<file path="config.mk">
export PLATFORM = sky130hd
export DESIGN_NAME = sign_mode_ctrl_flat
export DESIGN_NICKNAME = d
export VERILOG_FILES = /design/src/rtl/road_sign_pkg.sv /design/src/rtl/sign_mode_ctrl_if.sv /design/src/rtl/btn_debounce.sv /design/src/rtl/sign_mode_ctrl.sv /design/src/flat_wrapper.sv
export SDC_FILE = /design/constraint.sdc
export NUM_CORES = 1
export LEC_CHECK = 0
export CAP_MARGIN = 25
export CORE_UTILIZATION = 25
export DETAILED_ROUTE_END_ITERATION = 6
export DONT_BUFFER_PORTS = 1
export PLACE_DENSITY = 0.47
export SLEW_MARGIN = 30
export SYNTH_ARGS = -nofsm -noshare
export SYNTH_HDL_FRONTEND = slang
export SYNTH_SLANG_ARGS = --single-unit
</file>
<file path="constraint.sdc">
create_clock -name clk -period 2.6 [get_ports clk]
set_input_delay 0.52 -clock clk [delete_from_list [all_inputs] [get_ports clk]]
set_output_delay 0.52 -clock clk [all_outputs]
set_load 0.01 [all_outputs]
</file>
<file path="src/rtl/road_sign_pkg.sv">
// road_sign_pkg: mode encodings and helpers shared by the road-sign control and pattern blocks
package road_sign_pkg;
  localparam int MODE_W = 2;
  typedef enum logic [MODE_W-1:0] {
    MODE_OFF   = 2'd0,
    MODE_WARN  = 2'd1,
    MODE_LEFT  = 2'd2,
    MODE_RIGHT = 2'd3
  } mode_t;
  function automatic logic [3:0] mode_onehot(mode_t m);
    return 4'b0001 << m;
  endfunction
endpackage

</file>
<file path="src/rtl/sign_mode_ctrl_if.sv">
// sign_mode_ctrl_if: button/switch inputs and mode/tick outputs of the sign mode controller
interface sign_mode_ctrl_if;
  import road_sign_pkg::*;
  logic       btn;
  logic [1:0] sw_speed;
  mode_t      mode;
  logic [3:0] mode_en;
  logic       tick;
  logic       mode_rst;
  modport master (output btn, sw_speed, input mode, mode_en, tick, mode_rst);
  modport slave  (input btn, sw_speed, output mode, mode_en, tick, mode_rst);
endinterface

</file>
<file path="src/rtl/btn_debounce.sv">
// btn_debounce: 2-flop synchroniser, stability counter and rising-edge press detector
module btn_debounce #(
  parameter int DEBOUNCE_CYC = 1_250_000
) (
  input  logic clk,
  input  logic reset,
  input  logic raw,
  output logic stable,
  output logic press
);
  localparam int CW = $clog2(DEBOUNCE_CYC) + 1;
  logic [1:0]    sync;
  logic          stable_q;
  logic [CW-1:0] cnt;
  always_ff @(posedge clk)
    if (reset) begin
      sync     <= '0;
      stable   <= 1'b0;
      stable_q <= 1'b0;
      cnt      <= '0;
    end else begin
      sync     <= {sync[0], raw};
      stable_q <= stable;
      if (sync[1] == stable) cnt <= '0;
      else if (cnt == CW'(DEBOUNCE_CYC - 1)) begin
        stable <= sync[1];
        cnt    <= '0;
      end else cnt <= cnt + CW'(1);
    end
  assign press = stable & ~stable_q;
endmodule

</file>
<file path="src/rtl/sign_mode_ctrl.sv">
// sign_mode_ctrl: debounced mode stepping, rate tick and restart pulse; SIGN_LONG_PRESS_EN adds long-press to OFF
module sign_mode_ctrl
  import road_sign_pkg::*;
#(
  parameter int DEBOUNCE_CYC = 1_250_000,
  parameter int TICK_BASE    = 62_500_000,
  parameter int LONG_CYC     = 250_000_000
) (
  input logic             clk,
  input logic             reset,
  sign_mode_ctrl_if.slave bus
);
  localparam int TW = $clog2(TICK_BASE + 1);
  logic          stable, press, long_fire, chg;
  logic [1:0]    sw_s1, sw_s2;
  logic [TW-1:0] cnt, period;
  mode_t         mode_d;
  btn_debounce #(.DEBOUNCE_CYC(DEBOUNCE_CYC)) u_btn (
    .clk(clk), .reset(reset), .raw(bus.btn), .stable(stable), .press(press)
  );
`ifdef SIGN_LONG_PRESS_EN
  localparam int HW = $clog2(LONG_CYC) + 1;
  logic [HW-1:0] hold;
  always_ff @(posedge clk)
    if (reset || !stable) hold <= '0;
    else if (hold != HW'(LONG_CYC - 1)) hold <= hold + HW'(1);
  // fires on the edge where the saturating hold count reaches LONG_CYC-1
  assign long_fire = stable && hold == HW'(LONG_CYC - 2);
`else
  logic unused_stable;
  assign unused_stable = stable;
  assign long_fire     = 1'b0;
`endif
  always_comb begin
    mode_d = press ? mode_t'(bus.mode + 2'd1) : (long_fire ? MODE_OFF : bus.mode);
    chg    = press | (long_fire & (bus.mode != MODE_OFF));
    period = TW'(TICK_BASE) >> sw_s2;
  end
  always_ff @(posedge clk)
    if (reset) begin
      sw_s1        <= '0;
      sw_s2        <= '0;
      bus.mode     <= MODE_OFF;
      bus.mode_en  <= 4'b0001;
      bus.mode_rst <= 1'b0;
      bus.tick     <= 1'b0;
      cnt          <= '0;
    end else begin
      sw_s1        <= bus.sw_speed;
      sw_s2        <= sw_s1;
      bus.mode     <= mode_d;
      bus.mode_en  <= mode_onehot(mode_d);
      bus.mode_rst <= chg;
      // a mode change restarts the pattern period even on a terminal count
      if (chg || bus.mode == MODE_OFF) begin
        cnt      <= '0;
        bus.tick <= 1'b0;
      end else if (cnt >= period - TW'(1)) begin
        cnt      <= '0;
        bus.tick <= 1'b1;
      end else begin
        cnt      <= cnt + TW'(1);
        bus.tick <= 1'b0;
      end
    end
endmodule

</file>
<file path="src/flat_wrapper.sv">
// flat-port wrapper written by rule: the top's interface ports become plain ports
module sign_mode_ctrl_flat import road_sign_pkg::*;
#(
  parameter int DEBOUNCE_CYC = 1_250_000,
  parameter int TICK_BASE    = 62_500_000,
  parameter int LONG_CYC     = 250_000_000
)
  (clk, reset, bus_btn, bus_sw_speed, bus_mode, bus_mode_en, bus_tick, bus_mode_rst);
  sign_mode_ctrl_if bus_i ();
  input logic clk;
  input logic reset;
  input wire logic [$bits(bus_i.btn)-1:0] bus_btn;
  input wire logic [$bits(bus_i.sw_speed)-1:0] bus_sw_speed;
  output wire logic [$bits(bus_i.mode)-1:0] bus_mode;
  output wire logic [$bits(bus_i.mode_en)-1:0] bus_mode_en;
  output wire logic [$bits(bus_i.tick)-1:0] bus_tick;
  output wire logic [$bits(bus_i.mode_rst)-1:0] bus_mode_rst;
  assign bus_i.btn = bus_btn;
  assign bus_i.sw_speed = bus_sw_speed;
  assign bus_mode = bus_i.mode;
  assign bus_mode_en = bus_i.mode_en;
  assign bus_tick = bus_i.tick;
  assign bus_mode_rst = bus_i.mode_rst;
  sign_mode_ctrl #(.DEBOUNCE_CYC(DEBOUNCE_CYC), .TICK_BASE(TICK_BASE), .LONG_CYC(LONG_CYC)) u_core (.clk(clk), .reset(reset), .bus(bus_i));
endmodule
</file>
==> impl_metrics.ini, run 1 <==
; implementation run metrics
[outcome]
status = finished clean

[clocking]
htree_levels = 3
clk_latency_ns = 0.32
clkSinkCount = 64
postCtsHoldBufs = 0
cts_setup_buffers = 4
post_cts_resized = 5

[logic_synthesis]
syn-num-nets = 399
ys_warn_count = 0
synth_area_um2 = 3374
yosys.cell_count.top_type = dfxtp_1

[final_layout]
nets = 418
final-comb-area_um2 = 1981
n_antenna_cell = 0
largest_register_ffs = 26
layout_top_cell = dfxtp_1
regMostFlops = u_core.cnt

[pwr]
powerDensity_nw_per_um2 = 570.7
ir_drop_v = 0.0003742

[placed_design]
io_buffer_count = 0
dp_slack_ns = -0.3113
post-dp-hpwl_um = 4682
globalplace.congestion = 0.7556
dp.cells = 540

[sta]
maxSlewHeadroom_pct = 71.68
final-hold-violation-count = 0
setup_violations = 0
rsz0062_at_grt = no
finClkSkew_ns = 0.004077

[setup_path]
cp-endpoint = u_core.cnt[6]
worstPathRequired_ns = 2.85
r2r-start = u_core.sw_s2[0]
worstPathArrival_ns = 2.69
crit_buf_inv = 3

[drt]
drt_iter0_drc = 94
drc = 0
post_drt_wl_per_cell_um = 11.73

[global_route]
antenna_found_initial = 0
grt_usage_pct = 10.42
first_global_vias = 2306

[floorplanning]
core-area_um2 = 13190
rows = 42
die_w_um = 118.2
die_height_um = 118.2

[hold_path]
hp-class = primary input to flip-flop
whs_path_depth = 1
-- run 1: power by group --
part	internal, mW	switching, mW
Clock	0.864	0.402
Sequential	0.987	0.00255
Combinational	0.0222	0.0248
Total	1.87	0.429
-- run 1: cell type report --
class | count | share of cell area, %
clock buffers | 13 | 6.203
clock inverters | 3 | 1.613
inverters | 18 | 1.675
multi-input cells | 267 | 49.10
flip-flops and latches | 64 | 31.79
well taps | 176 | 5.459
repair buffers | 19 | 4.156
-- run 1: cell families after synthesis --
group / count (synthesis) / share of synthesized area (%)
compound gates: 24 / 4.746
xor+xnor: 47 / 12.20
fa+ha+maj: 34 / 12.61
buf+inv: 29 / 4.226
flops: 64 / 37.97
mux: 1 / 0.2966
simple gates: 161 / 27.96
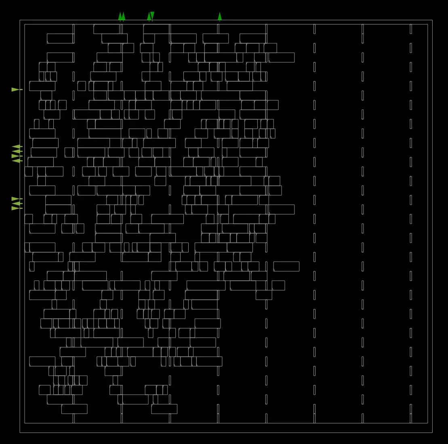
run_1/final_placement.png
Final Util: 30.58%
Tapcells: 176

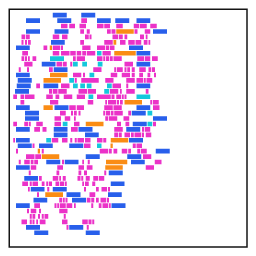
run_1/cell_classes.png
Drawn at 2 px/µm.
Key: other buffers and delay cells = cyan [cells 19, share of their area 4.4%]; all other logic = magenta [cells 285, share of their area 54%]; clock drivers and dummy loads = orange [cells 16, share of their area 8.3%]; flops = blue [cells 64, share of their area 34%]

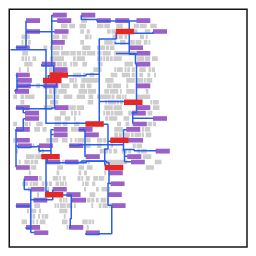
run_1/clock_map.png
Drawn at 2 px/µm.
Key: flip-flops = purple [count 64]; cells driving clock nets = red [count 9]; clock wires = blue [length 850 µm]
There are 10 routed clock nets.

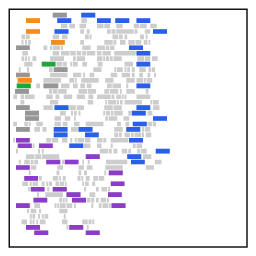
run_1/registers.png
Drawn at 2 px/µm. Other sequential cells in the stronger gray, the rest of the logic in the fainter gray.
Key: u_core.cnt = blue [sequential cells 26]; u_core.u_btn.cnt = purple [sequential cells 22]; u_core.sw_s1 = green [sequential cells 2]; u_core.bus.mode_en = orange [sequential cells 4, where top left]
Another 10 sequential cells are not colored.

run_1/port_nets.png
Drawn at 4 px/µm.
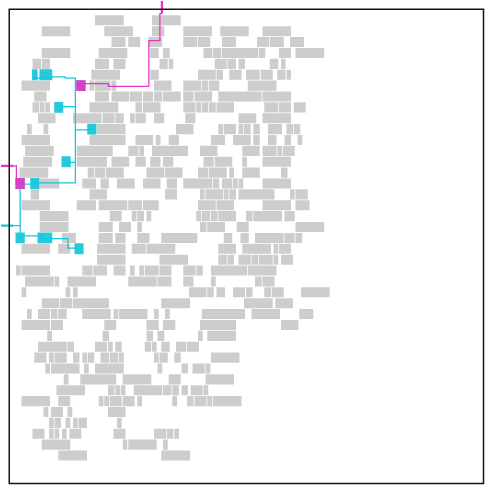

==> run 2, diff against run 1 <==
RECOVER_POWER = 50   (was unset)
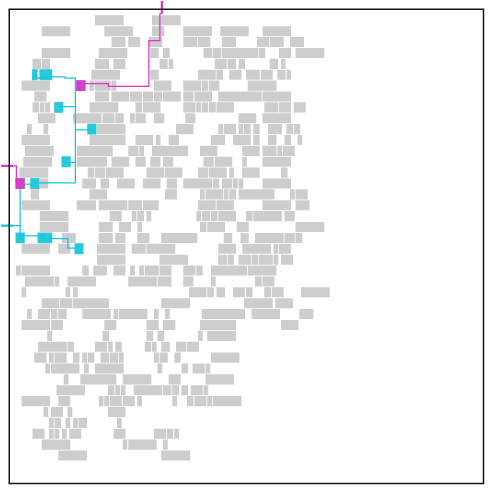
run_2/port_nets.png
Drawn at 4 px/µm.
Key: bus_sw_speed = magenta [bits 2, direction input, edge 1 top, 1 left, end cells 2, wire 46.5 µm]; reset = cyan [bits 1, direction input, edge left, end cells 13, wire 97.7 µm]

==> impl_metrics.ini, run 2 <==
; implementation run metrics
[outcome]
status = finished clean

[clocking]
post_cts_resized = 5
clk_latency_ns = 0.32
ctsRootBufferMaster = clkbuf_16
clkSinkCount = 64
postCtsHoldBufs = 0
cts_setup_buffers = 4
htree_levels = 3

[final_layout]
layout_top_cell = dfxtp_1
regMostFlops = u_core.cnt
n_antenna_cell = 0
final_core_util_pct = 30.51
largest_register_ffs = 26
nets = 418

[global_route]
antenna_found_initial = 0
grt_usage_pct = 10.42
first_global_vias = 2306

[floorplanning]
die_w_um = 118.2
core-area_um2 = 13190
rows = 42
die_height_um = 118.2
die_area_um2 = 13970

[drt]
post_drt_wl_per_cell_um = 11.72
drt_iter0_drc = 96
via_count = 2420
dr.pass1.iters = 6
drc = 0
antenna_left = 0

[pwr]
p_sw_share_pct = 18.64
powerDensity_nw_per_um2 = 572.1
p_comb_share_pct = 2.0
p_switching_mw = 0.4291
pwr.group.sequential_mw = 0.990
maxPowerGroup = clock
ir_drop_v = 0.0003742
p_int_mw = 1.873
comb-power_mw = 0.0468
seq_power_share_pct = 43.0
clockPowerShare_pct = 55.0

[logic_synthesis]
synthArstFlopShare_pct = 0
synthAdderAreaFrac_pct = 12.61
synth_area_um2 = 3374
syn-num-nets = 399
simple_gate_share_pct = 27.96
ys_warn_count = 0
yosys.area_share.xor_xnor_pct = 12.20
yosys.cell_count.top_type = dfxtp_1
edf_count = 0
muxShareOfSynthArea_pct = 0.2966
top_logic_kind = simple AND/OR/NAND/NOR gates
synthAoiAreaFrac_pct = 4.746
ys_cells = 360

[setup_path]
cp_num_cells = 9
crit_buf_inv = 3
cp-start-kind = flip-flop
criticalPathCategory = flip-flop to flip-flop
worstPathRequired_ns = 2.85
r2r-start = u_core.sw_s2[0]
slowest_stage = a2111o_1
worstPathArrival_ns = 2.69
cp-endpoint = u_core.cnt[6]

[sta]
finClkSkew_ns = 0.004078
final-hold-violation-count = 0
rsz0062_at_grt = no
setup_violations = 0
maxSlewHeadroom_pct = 69.50

[placed_design]
io_buffer_count = 0
globalplace.congestion = 0.7556
post-dp-hpwl_um = 4682
dp.cells = 540

[hold_path]
whs_path_depth = 1
hp-class = primary input to flip-flop
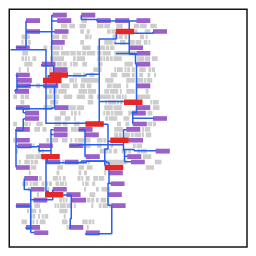
run_2/clock_map.png
Drawn at 2 px/µm.
Key: flip-flops = purple [count 64]; cells driving clock nets = red [count 9]; clock wires = blue [length 850 µm]
There are 10 routed clock nets.

## run 2: cell counts after synthesis
Identical to the previous run, type by type.
## run 2: final cells by class
type	count	area, µm²
Clock buffer	13	250.2
Multi-Input combinational cell	267	1973
Tap cell	176	220.2
Timing Repair Buffer	19	165.2
Inverter	18	67.56
Clock inverter	3	65.06
Sequential cell	64	1282
Fill cell	1356	9166
## run 2: metrics by stage
step	worst slack, ns	setup TNS (ns)
after global routing	0.007440	0
final	0.1524	0
after floorplan	0.2547	0
after detailed placement	-0.3113	-4.970
after CTS	0.05598	0
after global placement	-0.2478	-3.481
## run 2: metal layers
metal,GRT usage (%),vias to the layer above,share of wire (%)
met5,0,-,0
met4,4.567,0,1.6
met3,2.558,11,2.8
met2,15.66,26,44
met1,14.07,1100,52
li1,-,1283,-
run_2/final_placement.png
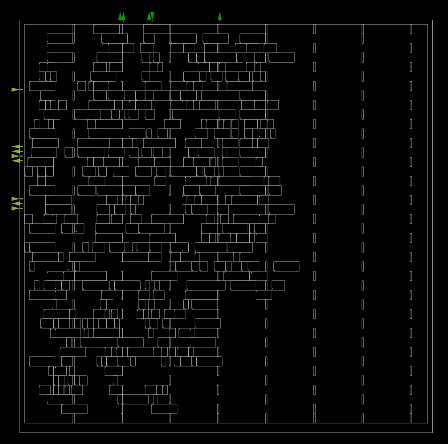

==> run 3, diff against run 2 <==
--- a/config.mk
+++ b/config.mk
@@ -6,8 +6,8 @@
 export NUM_CORES = 1
 export LEC_CHECK = 0
-export CAP_MARGIN = 25
 export CORE_UTILIZATION = 25
 export DETAILED_ROUTE_END_ITERATION = 6
 export DONT_BUFFER_PORTS = 1
+export GPL_ROUTABILITY_DRIVEN = 0
 export PLACE_DENSITY = 0.47
 export RECOVER_POWER = 50
==> constraint.sdc (replaced) <==
create_clock -name clk -period 2.6 [get_ports clk]
set_input_delay 0.52 -clock clk [delete_from_list [all_inputs] [get_ports clk]]
set_output_delay 0.52 -clock clk [all_outputs]
set_load 0.05 [all_outputs]
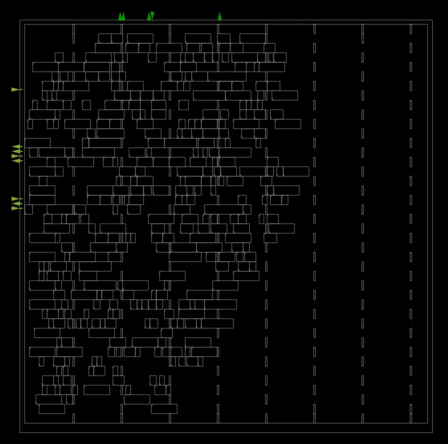
run_3/final_placement.png
Seq/total area: 32.80%
Layout Cells excl Fill: 549
Final Util: 29.64%
core box area: 13,190 µm²

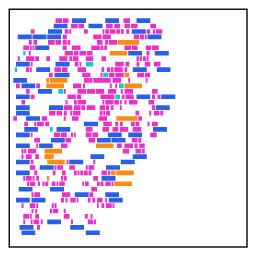
run_3/cell_classes.png
Drawn at 2 px/µm.
Key: all other logic = magenta [cells 285, share of their area 55%]; clock drivers and dummy loads = orange [cells 16, share of their area 8.7%]; flops = blue [cells 64, share of their area 35%]; other buffers and delay cells = cyan [cells 8, share of their area 1.5%]

==> impl_metrics.ini, run 3 <==
; implementation run metrics
[clocking]
ctsRootBufferMaster = clkbuf_16
clk_latency_ns = 0.32
htree_levels = 3
postCtsHoldBufs = 0
post_cts_resized = 0
cts_setup_buffers = 0

[global_route]
gr-max-usage-layer = met2
first_global_vias = 2286
grt_use_met1_pct = 13.27
grt_use_met2_pct = 15.74

[placed_design]
dp.cells = 533
dp_slack_ns = 0.01707
post-dp-hpwl_um = 4525
io_buffer_count = 0

[final_layout]
comb-cell-share_pct = 50.21
layout_top_cell = dfxtp_1
nets = 407
clk_share_pct = 8.256
clkbuf_count = 11
nNonClkInverters = 18
largest_register_ffs = 26
regMostFlops = u_core.cnt
seq_area_um2 = 1282
final-comb-area_um2 = 1963

[setup_path]
worstPathArrival_ns = 2.63
cp-start-kind = flip-flop
slowest_stage = a2111o_1
r2r-start = u_core.sw_s2[0]

[sta]
finClkSkew_ns = 0.006408
maxSlewHeadroom_pct = 55.27
setup_tns_ns = 0
rsz0062_at_grt = no
layout_setup_ws_ns = 0.2129

[logic_synthesis]
simple_gate_share_pct = 27.96
edf_count = 0
syn-num-nets = 399
top_logic_kind = simple AND/OR/NAND/NOR gates
yosys.area_share.xor_xnor_pct = 12.20
muxShareOfSynthArea_pct = 0.2966
ys_warn_count = 0
yosys.cell_count.top_type = dfxtp_1
synthArstFlopShare_pct = 0
synthAoiAreaFrac_pct = 4.746

[outcome]
status = finished clean

[floorplanning]
tap_cells = 176
die_height_um = 118.2
rows = 42
die_area_um2 = 13970

[pwr]
powerDensity_nw_per_um2 = 595.9

[drt]
antenna_left = 0
drt_iter0_drc = 124
highest_layer = met4
post_drt_wl_per_cell_um = 11.97
wl_met3_um = 280
met1_length_um = 3309

[hold_path]
whs_path_depth = 1
run 3: power breakdown:
| part | switching, mW | leakage (nW) | internal [mW] | total (mW) |
|---|---|---|---|---|
| Sequential | 0.00234 | 0.517 | 0.986 | 0.988 |
| Clock | 0.437 | 0.152 | 0.863 | 1.30 |
| Combinational | 0.0237 | 0.678 | 0.0171 | 0.0409 |
run 3: how the worst max path moves through the flow:
stage / slack (ns) / endpoint / from
final: 0.21 / u_core.cnt[6] / u_core.sw_s2[0]
after global routing: 0.07 / u_core.cnt[2] / u_core.sw_s2[0]
after CTS: 0.003 / u_core.cnt[2] / u_core.sw_s2[0]
after detailed placement: 0.02 / u_core.cnt[4] / u_core.sw_s2[0]
after global placement: 0.12 / u_core.bus.tick / u_core.sw_s2[0]
after floorplan: 0.25 / u_core.cnt[16] / u_core.sw_s2[1]
Power and IR drop assume default switching activity.
